### config.mk
export PLATFORM = sky130hd
export DESIGN_NAME = i2c_master_core
export DESIGN_NICKNAME = d
export VERILOG_FILES = /design/src/rtl/i2c_master_core.sv
export SDC_FILE = /design/constraint.sdc
export NUM_CORES = 1
export LEC_CHECK = 0
export ABC_CLOCK_PERIOD_IN_PS = 2450
export CAP_MARGIN = 5
export CORE_MARGIN = 2
export CORE_UTILIZATION = 45
export DETAILED_ROUTE_END_ITERATION = 10
export PLACE_DENSITY = 0.68
export SLEW_MARGIN = 5
export SYNTH_ARGS = -nofsm -noshare
export SYNTH_HDL_FRONTEND = slang
export SYNTH_SLANG_ARGS = --single-unit
### constraint.sdc
create_clock -name PCLK -period 2.45 [get_ports PCLK]
set_clock_uncertainty 0.15 [all_clocks]
set_input_delay 0.245 -clock PCLK [delete_from_list [all_inputs] [get_ports PCLK]]
set_output_delay 0.245 -clock PCLK [all_outputs]
set_load 0.05 [all_outputs]
### src/rtl/i2c_master_core.sv
// ---------------------------------------------------------------------------
// i2c_master_core
// Single-byte I2C master: START, address+R/W, one data byte, STOP.
// One transaction per request; after completion the engine waits for the
// request to drop before it can launch again.
//
// Ports
//   PCLK, PRESETn          clock, synchronous active-low reset
//   i2c_addr/wdata/write   transaction descriptor, latched at launch
//   apb_data_valid         request, held until i2c_ready
//   i2c_ready              one-cycle completion pulse
//   i2c_error              NACK seen (address or write data), with i2c_ready
//   i2c_rdata              last successfully read byte
//   i2c_data_valid         read data valid, pulses with i2c_ready
//   sda_in                 synchronised SDA line
//   sda_oe / scl_oe        open-drain pull-down enables
//   busy                   transaction in flight (through STOP)
// ---------------------------------------------------------------------------
module i2c_master_core #(
  parameter int unsigned CLK_DIV = 4
) (
  input  logic       PCLK,
  input  logic       PRESETn,
  input  logic [6:0] i2c_addr,
  input  logic [7:0] i2c_wdata,
  input  logic       i2c_write,
  input  logic       apb_data_valid,
  output logic       i2c_ready,
  output logic       i2c_error,
  output logic [7:0] i2c_rdata,
  output logic       i2c_data_valid,
  input  logic       sda_in,
  output logic       sda_oe,
  output logic       scl_oe,
  output logic       busy
);

  localparam int unsigned CW = (CLK_DIV > 1) ? $clog2(CLK_DIV) : 1;

  typedef enum logic [3:0] {
    ST_IDLE,
    ST_START,
    ST_ADDR,
    ST_AACK,
    ST_WDATA,
    ST_WACK,
    ST_RDATA,
    ST_RACK,
    ST_STOP,
    ST_DONE,
    ST_HOLD
  } state_e;

  state_e          state_q, state_d;
  logic [CW-1:0]   qcnt_q, qcnt_d;
  logic [1:0]      qidx_q, qidx_d;
  logic [2:0]      bitcnt_q, bitcnt_d;
  logic [7:0]      shift_q, shift_d;
  logic [7:0]      wdata_q, wdata_d;
  logic [7:0]      rshift_q, rshift_d;
  logic            rd_q, rd_d;
  logic            err_q, err_d;

  logic            scl_oe_q, scl_oe_d;
  logic            sda_oe_q, sda_oe_d;
  logic            busy_q, busy_d;
  logic            ready_q, ready_d;
  logic            error_q, error_d;
  logic            dv_q, dv_d;
  logic [7:0]      rdata_q, rdata_d;

  logic            q_end_c;
  logic            slot_end_c;
  logic            byte_end_c;
  logic            sample_c;
  logic            launch_c;

  // Quarter / slot boundary strobes
  assign q_end_c    = (qcnt_q == CW'(CLK_DIV - 1));
  assign slot_end_c = q_end_c && (qidx_q == 2'd3);
  assign byte_end_c = slot_end_c && (bitcnt_q == 3'd7);
  assign sample_c   = q_end_c && (qidx_q == 2'd2);
  assign launch_c   = (state_q == ST_IDLE) && apb_data_valid;

  // State register
  always_ff @(posedge PCLK) begin
    if (!PRESETn) begin
      state_q <= ST_IDLE;
    end else begin
      state_q <= state_d;
    end
  end

  // Next-state logic
  always_comb begin
    state_d = state_q;
    case (state_q)
      ST_IDLE:  if (apb_data_valid) state_d = ST_START;
      ST_START: if (q_end_c && (qidx_q == 2'd1)) state_d = ST_ADDR;
      ST_ADDR:  if (byte_end_c) state_d = ST_AACK;
      // err_q already holds the ACK sampled at the end of q2
      ST_AACK:  if (slot_end_c) state_d = err_q ? ST_STOP : (rd_q ? ST_RDATA : ST_WDATA);
      ST_WDATA: if (byte_end_c) state_d = ST_WACK;
      ST_WACK:  if (slot_end_c) state_d = ST_STOP;
      ST_RDATA: if (byte_end_c) state_d = ST_RACK;
      ST_RACK:  if (slot_end_c) state_d = ST_STOP;
      ST_STOP:  if (q_end_c && (qidx_q == 2'd3)) state_d = ST_DONE;
      ST_DONE:  state_d = ST_HOLD;
      ST_HOLD:  if (!apb_data_valid) state_d = ST_IDLE;
      default:  state_d = ST_IDLE;
    endcase
  end

  // Datapath: quarter timing, shift registers, error flag
  always_comb begin
    qcnt_d   = qcnt_q;
    qidx_d   = qidx_q;
    bitcnt_d = bitcnt_q;
    shift_d  = shift_q;
    wdata_d  = wdata_q;
    rshift_d = rshift_q;
    rd_d     = rd_q;
    err_d    = err_q;

    if (state_q inside {ST_IDLE, ST_DONE, ST_HOLD}) begin
      qcnt_d = '0;
      qidx_d = '0;
    end else begin
      qcnt_d = q_end_c ? '0 : (qcnt_q + CW'(1));
      // Each state starts at q0; bit states wrap naturally 3 -> 0
      if (state_d != state_q) begin
        qidx_d = '0;
      end else if (q_end_c) begin
        qidx_d = qidx_q + 2'd1;
      end
    end

    if (launch_c) begin
      shift_d  = {i2c_addr, ~i2c_write};
      wdata_d  = i2c_wdata;
      rd_d     = ~i2c_write;
      err_d    = 1'b0;
      bitcnt_d = '0;
    end

    if ((state_q inside {ST_ADDR, ST_WDATA, ST_RDATA}) && slot_end_c) begin
      bitcnt_d = bitcnt_q + 3'd1;
    end

    case (state_q)
      ST_ADDR:  if (slot_end_c) shift_d = {shift_q[6:0], 1'b0};
      ST_WDATA: if (slot_end_c) wdata_d = {wdata_q[6:0], 1'b0};
      ST_RDATA: if (sample_c) rshift_d = {rshift_q[6:0], sda_in};
      ST_AACK,
      ST_WACK:  if (sample_c && sda_in) err_d = 1'b1;
      ST_DONE:  err_d = 1'b0;
      default:  ;
    endcase
  end

  // Output decode, registered one cycle behind the state
  always_comb begin
    scl_oe_d = 1'b0;
    sda_oe_d = 1'b0;
    busy_d   = !(state_q inside {ST_IDLE, ST_DONE, ST_HOLD});
    ready_d  = 1'b0;
    error_d  = 1'b0;
    dv_d     = 1'b0;
    rdata_d  = rdata_q;

    case (state_q)
      ST_START: begin
        sda_oe_d = 1'b1;
        scl_oe_d = qidx_q[0];
      end
      ST_ADDR: begin
        scl_oe_d = ~qidx_q[1];
        sda_oe_d = ~shift_q[7];
      end
      ST_WDATA: begin
        scl_oe_d = ~qidx_q[1];
        sda_oe_d = ~wdata_q[7];
      end
      ST_AACK, ST_WACK, ST_RDATA, ST_RACK: begin
        // SDA released: slave ACK/data, or master NACK in RACK
        scl_oe_d = ~qidx_q[1];
      end
      ST_STOP: begin
        scl_oe_d = (qidx_q == 2'd0);
        sda_oe_d = ~qidx_q[1];
      end
      ST_DONE: begin
        ready_d = 1'b1;
        error_d = err_q;
        dv_d    = rd_q & ~err_q;
        if (rd_q && !err_q) rdata_d = rshift_q;
      end
      default: ;
    endcase
  end

  // Datapath and output registers
  always_ff @(posedge PCLK) begin
    if (!PRESETn) begin
      qcnt_q   <= '0;
      qidx_q   <= '0;
      bitcnt_q <= '0;
      shift_q  <= '0;
      wdata_q  <= '0;
      rshift_q <= '0;
      rd_q     <= 1'b0;
      err_q    <= 1'b0;
      scl_oe_q <= 1'b0;
      sda_oe_q <= 1'b0;
      busy_q   <= 1'b0;
      ready_q  <= 1'b0;
      error_q  <= 1'b0;
      dv_q     <= 1'b0;
      rdata_q  <= '0;
    end else begin
      qcnt_q   <= qcnt_d;
      qidx_q   <= qidx_d;
      bitcnt_q <= bitcnt_d;
      shift_q  <= shift_d;
      wdata_q  <= wdata_d;
      rshift_q <= rshift_d;
      rd_q     <= rd_d;
      err_q    <= err_d;
      scl_oe_q <= scl_oe_d;
      sda_oe_q <= sda_oe_d;
      busy_q   <= busy_d;
      ready_q  <= ready_d;
      error_q  <= error_d;
      dv_q     <= dv_d;
      rdata_q  <= rdata_d;
    end
  end

  assign scl_oe         = scl_oe_q;
  assign sda_oe         = sda_oe_q;
  assign busy           = busy_q;
  assign i2c_ready      = ready_q;
  assign i2c_error      = error_q;
  assign i2c_data_valid = dv_q;
  assign i2c_rdata      = rdata_q;

endmodule

run_1/layer_met1.png
Scale bar: 20 um. Supply wires on this layer in gray.
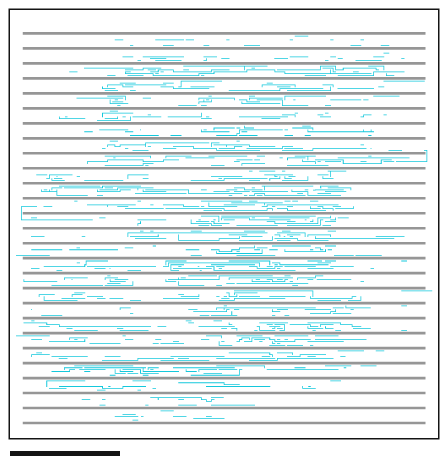
The longest straight run is 25.3 um. The wires run mostly horizontal. The layer carries 2390 um of wire. The layer holds 47% of the routed length.

run_1/layer_met2.png
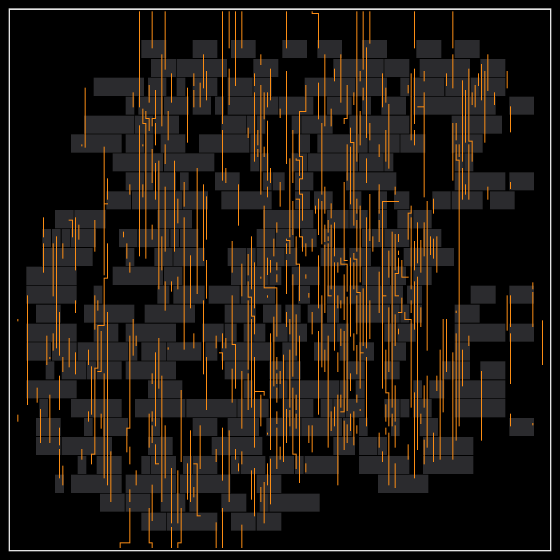
The longest straight run is 38.2 um. 262 nets have wire on it. The layer holds 47% of the routed length. The wires run mostly vertical. The layer carries 2390 um of wire.

==> summary.rpt, run 1 <==
=== SYNTHESIS / PLACE & ROUTE SUMMARY ===
----------------------------------------------------
[Synth]
  Yosys Instances ........................ 260
  Xor/xnor share of the synthesized area ........................ 0.00358
  Post-Synthesis Net Count ........................ 288
  Mean instance size in the synthesized netlist ........................ 9.40 um2
  Primary FF master, synth ........................ sky130_fd_sc_hd__dfxtp_1
  Synth area leaders ........................ sky130_fd_sc_hd__dfxtp_1, sky130_fd_sc_hd__mux2i_1, sky130_fd_sc_hd__nor2_1
  Synthesized flop and latch total ........................ 51
  Seq/Total Area, Yosys ........................ 0.418
  Post-synth EDFFs ........................ 0
  Top cell area share ........................ 0.418
  Area leader, netlist ........................ sky130_fd_sc_hd__dfxtp_1
  Adder-cell share of the synthesized area ........................ 0.0410
  Yosys warnings ........................ 0
  Synth logic family ........................ simple AND/OR/NAND/NOR gates
  Area fraction in compound gates ........................ 0.154
  Count of different cell masters after synthesis ........................ 49

[Global routing]
  Vias in the first global route ........................ 1761
  Global-route wire length before repair ........................ 8220 um
  Global routing met1 resource utilization ........................ 0.230
  Met3 Usage GRT ........................ 0.0360
  Global-route layer with the greatest usage ........................ met2
  Pin count of the biggest net entering global routing ........................ 41
  Total gr overflow ........................ 0
  Number of antenna violations at the first check in global routing ........................ 0
  Overall track demand over capacity in global routing ........................ 0.171

[Finish]
  Design Area, Final ........................ 2910 um2
  Most common cell after layout, fill and taps aside ........................ sky130_fd_sc_hd__dfxtp_1
  Comb area share ........................ 0.434
  Gate Area ........................ 1260 um2
  Sequential portion of the cell area ........................ 0.351
  Count of nets after finishing ........................ 320
  Biggest area consumer among cell classes ........................ multi-input combinational cells
  Fillers ........................ 487
  Nonclk inv count ........................ 8
  Commonest cells after routing, fill and taps aside ........................ sky130_fd_sc_hd__dfxtp_1, sky130_fd_sc_hd__nor2_1, sky130_fd_sc_hd__clkdlybuf4s50_1
  Flip-flops ........................ 51
  Number of clock buffer instances in the layout ........................ 5
  Non-clock buffering overhead in the final layout ........................ 0.144
  Clock distribution area overhead in the final layout ........................ 0.0305

[Placed design]
  RePlAce Congestion ........................ 0.920
  Area post-placement ........................ 2820 um2
  Number of instances in the placed design ........................ 355
  Worst slack at placement ........................ 0.370 ns
  Final HPWL DP ........................ 3600 um

[Setup path]
  Number of cells on the worst reg-to-reg path ........................ 4
  R2R setup slack ........................ 0.35 ns
  Last element of the critical path ........................ shift_q[2]
  Critical Path Slowest Stage Cell ........................ sky130_fd_sc_hd__or4_1
  Element type at the critical path end ........................ flop
  Critical path's top delay family ........................ simple AND/OR/NAND/NOR gates
  Element type at the critical path start ........................ flop
  Crit path depth ........................ 4
  Start point of the critical path ........................ state_q[3]
  Cell breakdown of the critical path ........................ buf_4 -> or4_1 -> nor2_1 -> a211oi_2
  Required time of the worst setup path ........................ 2.48 ns
  Startpoint of the most critical register-to-register path ........................ state_q[3]
  Peak per-stage delay on the critical path ........................ 0.82 ns
  Buffer-and-inverter tally for the worst setup path ........................ 1

[Die]
  Initial standard-cell utilization of the core ........................ 0.472
  Die extent in x ........................ 77.7 um
  Vert. Die Dim ........................ 77.7 um
  I/O pin cnt ........................ 34
  Number of tap cells inserted ........................ 70

[Clock network]
  Hold Buf Count CTS ........................ 0
  Worst-path clk slew ........................ 0.09 ns
  Post-CTS repair timing setup buffer count ........................ 0
  TritonCTS clock tree ........................ yes
  Maximum root-to-sink buffer count ........................ 2
  Number of gates resized after CTS ........................ 0

[Timing]
  Worst-margin pin slew ........................ 0.565 ns
  Max-slew headroom ........................ 0.623
  Max-slew violation total from the final report ........................ 0
  Final min period ........................ 2.10 ns
  Hold Fails Final Rpt ........................ 0
  Aggregate negative setup slack ........................ 0 ns
  Hold_ws ........................ 0.311 ns
  Setup-violating endpoint count in the final report ........................ 0
  Min setup slack post-route ........................ 0.348 ns

[Pwr]
  Standby leakage power ........................ 0.00119 uW
  Pwr per Cell Area ........................ 514 nW/um2

[Job]
  Max Cap Viol ........................ 0
  Number of warnings in the stage logs ........................ 30

[Min path]
  Worst hold path endpoint ........................ wdata_q[0]
  Hold crit path type ........................ flop to flop
  Cell count of the worst hold path ........................ 2

[Detailed routing]
  Met2 wire length ........................ 2390 um
  Via total after detailed routing ........................ 1925
  Total DRC errors in the routed layout ........................ 0
  Number of iterations in the first detailed-routing pass ........................ 4
  Number of nets with antenna violations after routing ........................ 0
  Number of design-rule violations left by the first detailed-router iteration ........................ 144
  Routed wire length on met3 ........................ 196 um
  Vias per std cell ........................ 5.30
  Final wirelength ........................ 5050 um

[Outcome]
  Result of the run ........................ finished clean

----------------------------------------------------
run_1/layer_met3.png
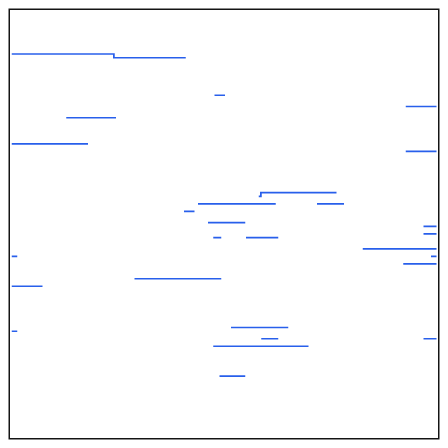
The longest straight run is 18.4 um. 22 nets have wire on it. The wires run mostly horizontal. The layer carries 196 um of wire. The layer holds 3.9% of the routed length.

==> run 1: Yosys cell counts (2+ instances only) <==
master	number
sky130_fd_sc_hd__a211oi_2	7
sky130_fd_sc_hd__and2_1	3
sky130_fd_sc_hd__a31oi_1	4
sky130_fd_sc_hd__nor2_1	42
sky130_fd_sc_hd__a21oi_1	8
sky130_fd_sc_hd__buf_2	5
sky130_fd_sc_hd__mux2_2	2
sky130_fd_sc_hd__nand3_1	2
sky130_fd_sc_hd__clkbuf_1	7
sky130_fd_sc_hd__nor2b_1	4
sky130_fd_sc_hd__o2bb2ai_1	2
sky130_fd_sc_hd__dfxtp_1	51
sky130_fd_sc_hd__nand2_1	16
sky130_fd_sc_hd__inv_1	8
sky130_fd_sc_hd__a22oi_1	2
sky130_fd_sc_hd__a211oi_1	9
sky130_fd_sc_hd__o21ai_0	3
sky130_fd_sc_hd__o211ai_1	2
sky130_fd_sc_hd__nand2b_1	4
sky130_fd_sc_hd__a21o_1	2
sky130_fd_sc_hd__mux2i_1	32
sky130_fd_sc_hd__buf_6	4
sky130_fd_sc_hd__nor2_2	2
sky130_fd_sc_hd__nor4_1	3
sky130_fd_sc_hd__nor3_1	5
sky130_fd_sc_hd__ha_1	8
==> run 1: report_power, final <==
part           total, uW  switching (uW)  internal [uW]
Combinational        152            74.4           78.0
Clock                478             279            199
Sequential           867            15.3            852
Total               1500             368           1130
==> run 1: flip-flops by register name, indices dropped and copies added (netlist names) <==
register        count
wdata_q             8
err_q               1
qidx_q              2
rd_q                1
i2c_data_valid      1
bitcnt_q            3
qcnt_q              2
busy                1
state_q             4
i2c_rdata           8
sda_oe              1
i2c_error           1
i2c_ready           1
rshift_q            8
shift_q             8
scl_oe              1
run_1/metal_density.png
The die is cut into 16 by 16 equal tiles; dark blue is low, red is high, scaled to the fullest tile. Values are wire area over tile area, all layers added.
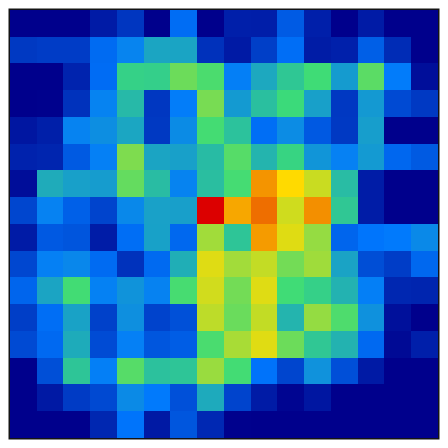

## Run 2: what changed since run 1
==> constraint.sdc (replaced) <==
create_clock -name PCLK -period 2.45 [get_ports PCLK]
set_clock_uncertainty 0.15 [all_clocks]
set_input_delay 0.3675 -clock PCLK [delete_from_list [all_inputs] [get_ports PCLK]]
set_output_delay 0.3675 -clock PCLK [all_outputs]
set_load 0.05 [all_outputs]
run_2/metal_density.png
The die is cut into 16 by 16 equal tiles; dark blue is low, red is high, scaled to the fullest tile. Values are wire area over tile area, all layers added.
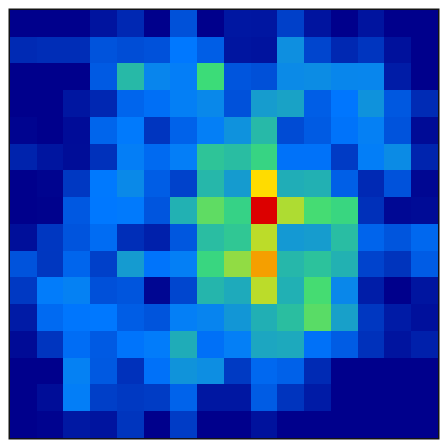
4.7% of the tiles are over half the peak. The mean over all tiles is 0.12. The fullest tile reaches 0.66. 18% of the tiles are nearly empty. The densest ninth of the die: center.

run_2/layer_met1.png
Scale bar: 20 um. Supply wires on this layer in gray.
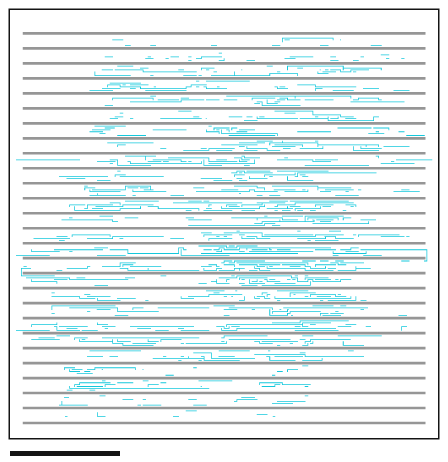
285 nets have wire on it. The wires run mostly horizontal. The layer holds 49% of the routed length. The longest straight run is 25.3 um.

run_2/congestion.png
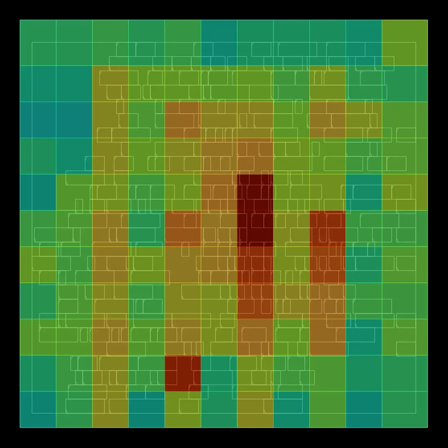
overall track demand over capacity in global routing: 0.165
met3 Usage GRT: 0.0326
global routing met1 resource utilization: 0.221
fin util: 0.568

==> run 2 against run 1 <==
Effect of this change:
- power rose by 2.4%
- hold slack got worse by 0.0023 ns
- fmax rose by 1.8%
- critical endpoint is now qidx_q[0]
- flip-flop count did not move
- wire length fell by 4.7%
- final area rose by 0.90%
==> summary.rpt, run 2 <==
=== SYNTHESIS / PLACE & ROUTE SUMMARY ===
----------------------------------------------------
[Outcome]
  Result of the run ........................ finished clean (unchanged)

[Setup path]
  Number of cells on the worst reg-to-reg path ........................ 5 (was 4)
  Critical Path Slowest Stage Cell ........................ sky130_fd_sc_hd__dfxtp_1 (was sky130_fd_sc_hd__or4_1)
  Startpoint of the most critical register-to-register path ........................ state_q[2] (was state_q[3])
  Destination of the worst register-to-register timing path ........................ qidx_q[0] (was shift_q[2])
  Peak per-stage delay on the critical path ........................ 0.46 ns (was 0.82 ns)
  R2R setup slack ........................ 0.38 ns (was 0.35 ns)
  Type of the worst setup path ........................ flop to flop (unchanged)
  Element type at the critical path end ........................ flop (unchanged)
  Cell breakdown of the critical path ........................ nor2_2 -> mux2_2 -> a221oi_2 -> o21ai_1 -> nor3_1 (was buf_4 -> or4_1 -> nor2_1 -> a211oi_2)
  Signal arrival time at the worst endpoint ........................ 2.15 ns (was 2.13 ns)
  Required time of the worst setup path ........................ 2.54 ns (was 2.48 ns)
  Maximum fanout encountered on the critical timing path ........................ 12 (was 15)
  Element type at the critical path start ........................ flop (unchanged)

[Clock network]
  TritonCTS clock tree ........................ yes (unchanged)
  CTS root buffer ........................ sky130_fd_sc_hd__clkbuf_8 (unchanged)
  Worst-path clk slew ........................ 0.10 ns (was 0.09 ns)
  Post-CTS repair timing setup buffer count ........................ 0 (unchanged)
  Deepest level of the CTS H-tree ........................ 2 (unchanged)
  Maximum root-to-sink buffer count ........................ 2 (unchanged)
  Hold Buf Count CTS ........................ 0 (unchanged)
  Number of gates resized after CTS ........................ 0 (unchanged)
  Num Clock Sinks ........................ 51 (unchanged)
  Late-Pin Clk Latency ........................ 0.31 ns (about the same)
  Total clock buffers created by CTS ........................ 5 (unchanged)

[Synth]
  Yosys Instances ........................ 260 (unchanged)
  Area fraction in compound gates ........................ 0.154 (unchanged)
  Simple logic cell fraction of the synthesized area ........................ 0.179 (unchanged)
  Yosys warnings ........................ 0 (unchanged)
  Primary FF master, synth ........................ sky130_fd_sc_hd__dfxtp_1 (unchanged)
  Most frequently used cell type in the post-synthesis netlist ........................ sky130_fd_sc_hd__dfxtp_1 (unchanged)
  Ys async rst share ........................ 0 (unchanged)
  Synth area leaders ........................ sky130_fd_sc_hd__dfxtp_1, sky130_fd_sc_hd__mux2i_1, sky130_fd_sc_hd__nor2_1 (unchanged)
  Adder-cell share of the synthesized area ........................ 0.0410 (unchanged)
  Number of standard cells after synthesis ........................ 260 (unchanged)
  Synthesized flop and latch total ........................ 51 (unchanged)
  Mean instance size in the synthesized netlist ........................ 9.40 um2 (unchanged)
  Seq/Total Area, Yosys ........................ 0.418 (unchanged)
  Top cell area share ........................ 0.418 (unchanged)
  Post-Synthesis Net Count ........................ 288 (unchanged)
  Synth logic family ........................ simple AND/OR/NAND/NOR gates (unchanged)
  Area leader, netlist ........................ sky130_fd_sc_hd__dfxtp_1 (unchanged)
  Post-synth EDFFs ........................ 0 (unchanged)
  Count of different cell masters after synthesis ........................ 49 (unchanged)
  Most frequent cells after synthesis ........................ sky130_fd_sc_hd__dfxtp_1, sky130_fd_sc_hd__nor2_1, sky130_fd_sc_hd__mux2i_1 (unchanged)
  Xor/xnor share of the synthesized area ........................ 0.00358 (unchanged)

[Die]
  Die extent in x ........................ 77.7 um (unchanged)
  Initial standard-cell utilization of the core ........................ 0.472 (unchanged)
  I/O pin cnt ........................ 34 (unchanged)
  Die Area ........................ 6040 um2 (unchanged)
  Core Box Area ........................ 5170 um2 (unchanged)
  Vert. Die Dim ........................ 77.7 um (unchanged)

[Timing]
  Setup-violating endpoint count in the final report ........................ 0 (unchanged)
  Hold Fails Final Rpt ........................ 0 (unchanged)
  Final min period ........................ 2.07 ns (was 2.10 ns)
  Achievable frequency ........................ 484 MHz (was 476 MHz)
  Max-slew headroom ........................ 0.620 (was 0.623)
  Max-slew violation total from the final report ........................ 0 (unchanged)
  Period utilization ........................ 0.843 (was 0.858)
  Worst-margin pin slew ........................ 0.569 ns (was 0.565 ns)
  Aggregate negative setup slack ........................ 0 ns (unchanged)

[Pwr]
  Standby leakage power ........................ 0.00120 uW (was 0.00119 uW)
  Pwr per Cell Area ........................ 521 nW/um2 (was 514 nW/um2)
  Worst VDD drop ........................ 0.312 mV (was 0.248 mV)

[Global routing]
  Total gr overflow ........................ 0 (unchanged)
  Pin count of the biggest net entering global routing ........................ 34 (was 41)
  Global-route layer with the greatest usage ........................ met2 (unchanged)
  Global-route wire length before repair ........................ 7930 um (was 8220 um)
  Vias in the first global route ........................ 1722 (was 1761)
  Grt met2 use ........................ 0.254 (was 0.266)
  Number of antenna violations at the first check in global routing ........................ 0 (unchanged)

[Min path]
  Hold crit path type ........................ flop to flop (unchanged)
  Worst hold path endpoint ........................ wdata_q[0] (unchanged)
  Hold wc startpoint ........................ wdata_q[0] (unchanged)
  Cell count of the worst hold path ........................ 2 (unchanged)

[Detailed routing]
  Number of design-rule violations left by the first detailed-router iteration ........................ 143 (was 144)
  Vias per std cell ........................ 5.28 (was 5.30)
  Via total after detailed routing ........................ 1912 (was 1925)
  Number of nets with antenna violations after routing ........................ 0 (unchanged)
  Total DRC errors in the routed layout ........................ 0 (unchanged)
  Wirelength per Cell ........................ 13.3 um (was 13.9 um)
  Number of iterations in the first detailed-routing pass ........................ 4 (unchanged)
  Final wirelength ........................ 4820 um (was 5050 um)

[Finish]
  Gate Area ........................ 1260 um2 (unchanged)
  Reg area ........................ 1020 um2 (unchanged)
  Fillers ........................ 464 (was 487)
  Most common cell after layout, fill and taps aside ........................ sky130_fd_sc_hd__dfxtp_1 (unchanged)
  Share of layout cells above drive strength 1 ........................ 0.113 (was 0.116)
  Antenna diode count ........................ 0 (unchanged)
  Count of nets after finishing ........................ 319 (was 320)
  Commonest cells after routing, fill and taps aside ........................ sky130_fd_sc_hd__dfxtp_1, sky130_fd_sc_hd__nor2_1, sky130_fd_sc_hd__clkdlybuf4s50_1 (unchanged)
  Area Growth Syn to Fin ........................ 20.3% (was 19.2%)

[Job]
  Max Cap Viol ........................ 0 (unchanged)
  Number of warnings in the stage logs ........................ 30 (unchanged)

[Placed design]
  RePlAce Congestion ........................ 0.955 (was 0.920)
  Number of buffer cells added on primary ports ........................ 33 (unchanged)
  Final HPWL DP ........................ 3430 um (was 3600 um)

----------------------------------------------------
run 2: worst max-delay path: cells and delay by family, from the launching register on:
kind             cells  cell delay [ns]
AND/OR/NAND/NOR      2             0.61
multiplexers         1             0.43
AND-OR/OR-AND        2             0.35
flip-flops           1             0.46
run 2: cell type report:
| type | count | area share |
|---|---|---|
| inverter | 8 | 0.0102 |
| clock buffer | 5 | 0.0234 |
| sequential | 51 | 0.347 |
| tap | 70 | 0.0298 |
| timing repair buffer | 44 | 0.149 |
| multi-input combinational | 181 | 0.430 |
| clock inverter | 3 | 0.00979 |
run 2: worst max-delay path by stage:
| stage | from | to | slack [ns] |
|---|---|---|---|
| 3_5_place_dp | apb_data_valid | shift_q[6] | 0.32 |
| 2_1_floorplan | qidx_q[0] | shift_q[2] | 0.57 |
| 3_3_place_gp | apb_data_valid | shift_q[2] | 0.37 |
| 5_1_grt | state_q[0] | wdata_q[2] | 0.17 |
| 4_1_cts | state_q[2] | wdata_q[2] | 0.38 |
| 6_report | state_q[2] | qidx_q[0] | 0.38 |
run 2: metal layers:
metal  part of all wire  up-vias
li1                   -      975
met1               0.49      895
met2               0.46       32
met3              0.031       10
met4              0.019        0
met5                  0        -
run 2: per-stage QoR:
stage          setup slack, ns  utilization  hold slack (ns)  cells  instance area [um2]
6_report                 0.385        0.568            0.308    362                 2940
5_1_grt                  0.167        0.568            0.346    362                 2940
4_1_cts                  0.381        0.568            0.310    362                 2940
3_5_place_dp             0.321        0.549            0.297    354                 2840
3_3_place_gp             0.367        0.549            0.295    354                 2840
2_1_floorplan            0.565            -            0.282    260                 2440
run 2: report_power, final:
group | switching (uW) | internal [uW] | leakage, uW
sequential | 17.9 | 852 | 0.000414
combinational | 71.0 | 81.1 | 0.000738
clock | 299 | 212 | 0.0000502
total | 387 | 1140 | 0.00120
Power figures rest on the tool's default switching activity, not on a simulated workload.
